File: src/rtl/bp_pkg.sv
// Shared types, counter encodings and helper for the branch predictor family.
package bp_pkg;

  typedef enum logic {
    BP_BIMODAL = 1'b0,
    BP_GSHARE  = 1'b1
  } bp_mode_e;

  // 2-bit saturating counter states
  localparam logic [1:0] SNT     = 2'd0;
  localparam logic [1:0] WNT     = 2'd1;
  localparam logic [1:0] WT      = 2'd2;
  localparam logic [1:0] ST      = 2'd3;
  localparam logic [1:0] CNT_RST = WNT;

  function automatic logic [1:0] sat_cnt_next(input logic [1:0] cnt, input logic taken);
    logic [1:0] nxt;
    if (taken) nxt = (cnt == ST)  ? ST  : cnt + 2'd1;
    else       nxt = (cnt == SNT) ? SNT : cnt - 2'd1;
    return nxt;
  endfunction

endpackage

File: src/rtl/bp_sat_counter_array.sv
// ENTRIES x 2-bit saturating counter table: two async read ports, one write port.
module bp_sat_counter_array
  import bp_pkg::*;
#(
  parameter  int unsigned ENTRIES = 64,
  localparam int unsigned IDXW    = $clog2(ENTRIES)
) (
  input  logic            clk,
  input  logic            rst,
  input  logic [IDXW-1:0] rd_a_idx_i,
  output logic [1:0]      rd_a_cnt_o,
  input  logic [IDXW-1:0] rd_b_idx_i,
  output logic [1:0]      rd_b_cnt_o,
  input  logic            wr_en_i,
  input  logic [IDXW-1:0] wr_idx_i,
  input  logic [1:0]      wr_cnt_i
);

  logic [1:0] r_cnt [ENTRIES];

  // Counter storage: reset to weakly not-taken, single write per cycle
  always_ff @(posedge clk or posedge rst) begin
    if (rst) begin
      r_cnt <= '{default: CNT_RST};
    end else if (wr_en_i) begin
      r_cnt[wr_idx_i] <= wr_cnt_i;
    end
  end

  // Asynchronous reads
  always_comb begin
    rd_a_cnt_o = r_cnt[rd_a_idx_i];
    rd_b_cnt_o = r_cnt[rd_b_idx_i];
  end

endmodule

File: src/rtl/branch_predictor.sv
// Dynamic branch predictor: bimodal/gshare counters, tagged BTB, saturating stats.
module branch_predictor
  import bp_pkg::*;
#(
  parameter int unsigned XLEN     = 32,
  parameter int unsigned ENTRIES  = 64,
  parameter int unsigned TAG_BITS = 8,
  parameter int unsigned MODE     = 0,
  parameter int unsigned GHR_BITS = 6,
  parameter int unsigned CNT_BITS = 16
) (
  input  logic                clk,
  input  logic                rst,
  input  logic [XLEN-1:0]     pc_if_i,
  output logic                pred_taken_o,
  output logic [XLEN-1:0]     pred_target_o,
  input  logic                upd_valid_i,
  input  logic [XLEN-1:0]     upd_pc_i,
  input  logic                upd_is_branch_i,
  input  logic                upd_is_jal_i,
  input  logic                upd_taken_i,
  input  logic [XLEN-1:0]     upd_target_i,
  input  logic                upd_pred_taken_i,
  input  logic [XLEN-1:0]     upd_pred_target_i,
  output logic                mispredict_o,
  output logic [CNT_BITS-1:0] stat_branches_o,
  output logic [CNT_BITS-1:0] stat_mispred_o
);

  localparam int unsigned IDXW   = $clog2(ENTRIES);
  localparam int unsigned GW_RAW = (GHR_BITS > IDXW) ? IDXW : GHR_BITS;
  localparam int unsigned GW     = (GW_RAW == 0) ? 1 : GW_RAW;
  localparam bit          GSHARE = (MODE == int'(BP_GSHARE));

  logic [ENTRIES-1:0]  r_valid;
  logic [ENTRIES-1:0]  r_uncond;
  logic [TAG_BITS-1:0] r_tag [ENTRIES];
  logic [XLEN-3:0]     r_tgt [ENTRIES];
  logic [GW-1:0]       r_ghr;
  logic [CNT_BITS-1:0] r_stat_br;
  logic [CNT_BITS-1:0] r_stat_mp;

  logic [IDXW-1:0]     w_lk_idx;
  logic [IDXW-1:0]     w_up_idx;
  logic [1:0]          w_lk_cnt;
  logic [1:0]          w_up_cnt;
  logic                w_lk_hit;
  logic                w_is_br;
  logic                w_is_jal;
  logic                w_counted;
  logic                w_wr_entry;

  function automatic logic [IDXW-1:0] f_idx(input logic [XLEN-1:0] pc, input logic [GW-1:0] ghr);
    logic [IDXW-1:0] idx;
    idx = pc[IDXW+1:2];
    if (GSHARE) idx[GW-1:0] = idx[GW-1:0] ^ ghr;
    return idx;
  endfunction

  // Index, decode and write-enable generation for lookup and update paths
  always_comb begin
    w_lk_idx   = f_idx(pc_if_i, r_ghr);
    w_up_idx   = f_idx(upd_pc_i, r_ghr);
    // JAL takes precedence if both flags are ever set together
    w_is_jal   = upd_valid_i && upd_is_jal_i;
    w_is_br    = upd_valid_i && upd_is_branch_i && !upd_is_jal_i;
    w_counted  = w_is_jal || w_is_br;
    w_wr_entry = w_is_jal || (w_is_br && upd_taken_i);
  end

  bp_sat_counter_array #(.ENTRIES(ENTRIES)) u_cnt (
    .clk        (clk),
    .rst        (rst),
    .rd_a_idx_i (w_lk_idx),
    .rd_a_cnt_o (w_lk_cnt),
    .rd_b_idx_i (w_up_idx),
    .rd_b_cnt_o (w_up_cnt),
    .wr_en_i    (w_is_br),
    .wr_idx_i   (w_up_idx),
    .wr_cnt_i   (sat_cnt_next(w_up_cnt, upd_taken_i))
  );

  // Combinational lookup and mispredict detection
  always_comb begin
    w_lk_hit      = r_valid[w_lk_idx] &&
                    (r_tag[w_lk_idx] == pc_if_i[IDXW+TAG_BITS+1:IDXW+2]);
    pred_taken_o  = w_lk_hit && (r_uncond[w_lk_idx] || w_lk_cnt[1]);
    pred_target_o = pred_taken_o ? {r_tgt[w_lk_idx], 2'b00} : pc_if_i + XLEN'(4);
    mispredict_o  = upd_valid_i && (upd_is_branch_i || upd_is_jal_i) &&
                    ((upd_taken_i != upd_pred_taken_i) ||
                     (upd_taken_i && (upd_target_i != upd_pred_target_i)));
    stat_branches_o = r_stat_br;
    stat_mispred_o  = r_stat_mp;
  end

  // Entry valid/uncond flags, global history and saturating statistics
  always_ff @(posedge clk or posedge rst) begin
    if (rst) begin
      r_valid   <= '0;
      r_uncond  <= '0;
      r_ghr     <= '0;
      r_stat_br <= '0;
      r_stat_mp <= '0;
    end else begin
      if (w_wr_entry) begin
        r_valid[w_up_idx]  <= 1'b1;
        r_uncond[w_up_idx] <= w_is_jal;
      end
      if (GSHARE && w_is_br) r_ghr <= GW'({r_ghr, upd_taken_i});
      if (w_counted && (r_stat_br != '1)) r_stat_br <= r_stat_br + 1'b1;
      if (mispredict_o && (r_stat_mp != '1)) r_stat_mp <= r_stat_mp + 1'b1;
    end
  end

  // Tag/target storage; contents are qualified by r_valid so no reset needed
  always_ff @(posedge clk) begin
    if (w_wr_entry) begin
      r_tag[w_up_idx] <= upd_pc_i[IDXW+TAG_BITS+1:IDXW+2];
      r_tgt[w_up_idx] <= upd_target_i[XLEN-1:2];
    end
  end

endmodule
File: config.mk
export PLATFORM = sky130hd
export DESIGN_NAME = branch_predictor
export DESIGN_NICKNAME = d
export VERILOG_FILES = /design/src/rtl/bp_pkg.sv /design/src/rtl/bp_sat_counter_array.sv /design/src/rtl/branch_predictor.sv
export SDC_FILE = /design/constraint.sdc
export NUM_CORES = 2
export LEC_CHECK = 0
export CAP_MARGIN = 20
export CORE_UTILIZATION = 60
export DETAILED_ROUTE_END_ITERATION = 16
export PLACE_DENSITY_LB_ADDON = 0.15
export SYNTH_ARGS = -nofsm -noshare
export SYNTH_HDL_FRONTEND = slang
export SYNTH_SLANG_ARGS = --single-unit
export TNS_END_PERCENT = 20
File: constraint.sdc
create_clock -name clk -period 10.6 [get_ports clk]
set_clock_uncertainty 0.1 [all_clocks]
set_input_delay 1.59 -clock clk [delete_from_list [all_inputs] [get_ports clk]]
set_output_delay 1.59 -clock clk [all_outputs]
set_load 0.005 [all_outputs]
Figure 1. Sequential cells colored by netlist name.
Bar = 100 µm.
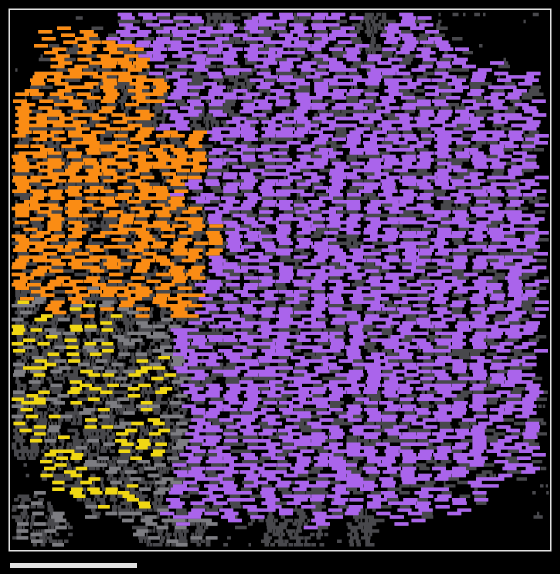
Yellow stands for u_cnt.r_cnt, placed flops 128. Purple stands for r_tgt, placed flops 1,920. Orange stands for r_tag, placed flops 512.

==> out/qor_table.md <==
| Metric | This run | Unit |
| --- | --- | --- |
| Status | complete, but fails checks | - |
| Violated checks | design-rule violations | - |
| Count of buffers added by post-CTS timing repair for setup | 0 | - |
| VDD IR max | 0.179 | mV |
| Via count of the first global-routing pass | 54,200 | - |
| Post-layout minimum cycle time | 8.88 | ns |
| Clock tree from TritonCTS | done | - |
| GPL Wtd Cong | 0.796 | - |
| CP peak stage delay | 1.00 | ns |
| Main combinational cell family by area after synthesis | multiplexers | - |
| Power density over cell area | 189 | nW/µm² |
| Placed cell area | 112,000 | µm² |
| Number of fill cells | 10,900 | - |
| Clock power share | 42.2 | % |
| Number of cells in the design after placement | 7,366 | - |
| Fraction of the core area occupied by cells at floorplan | 60.5 | % |
| H-Tree Depth | 5 | - |
| Post-synth mux share | 18.0 | % |
| Largest power group | registers | - |
| Number of antenna violations at the first check in global routing | 16 | - |
| Non-filler instance count after layout | 7,867 | - |
| Power consumed by the clock network | 9.64 | mW |
| Clock buffers and inverters, area share | 7.32 | % |
| Kind of cell with the highest combined delay on the critical path | simple AND/OR/NAND/NOR gates | - |
| Startpoint of the lowest-slack register-to-register path | u_cnt.r_cnt[55] | - |
| Flip-flops with a built-in enable | 2,432 | - |
| Most frequently placed logic cell in the final layout | edfxtp_1 | - |
| Mean post-synth cell area | 21.5 | µm² |
| HP Start | r_valid[62] | - |
| Power share of the combinational group | 5.6 | % |
| Hold endpoint | r_valid[62] | - |
| Yosys synthesis warning count | 0 | - |
| Fraction of the mapped netlist area in simple logic gates | 2.34 | % |
| Antenna-violating nets left | 0 | - |
| Remaining DRCs | 6 | - |
| Routed wire per std cell | 37.6 | µm |
| Depth of the worst register-to-register path | 8 | - |
| Final Max Slew Viols | 0 | - |
| Number of port buffers | 182 | - |
| Clock Tree Root | clkbuf_16 | - |
| Length of routed met2 wiring | 144,000 | µm |
| Setup WS pre-CTS | 1.67 | ns |
| Max clock buf depth | 4 | - |
Figure 2. Clock network drawn from the DEF.
Bar = 100 µm.
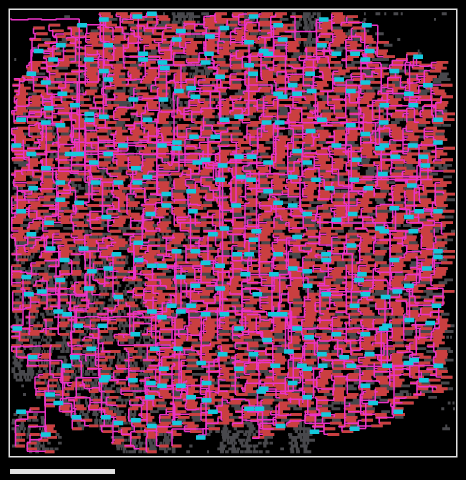
Red stands for flip-flops, count 2,720. Cyan stands for clock drivers, count 289. Magenta stands for clock wires, length 30.0 mm.
Position of the flops: widely spread. There are 290 routed clock nets.

No activity file was given, so power comes from the tool's default toggle rates.
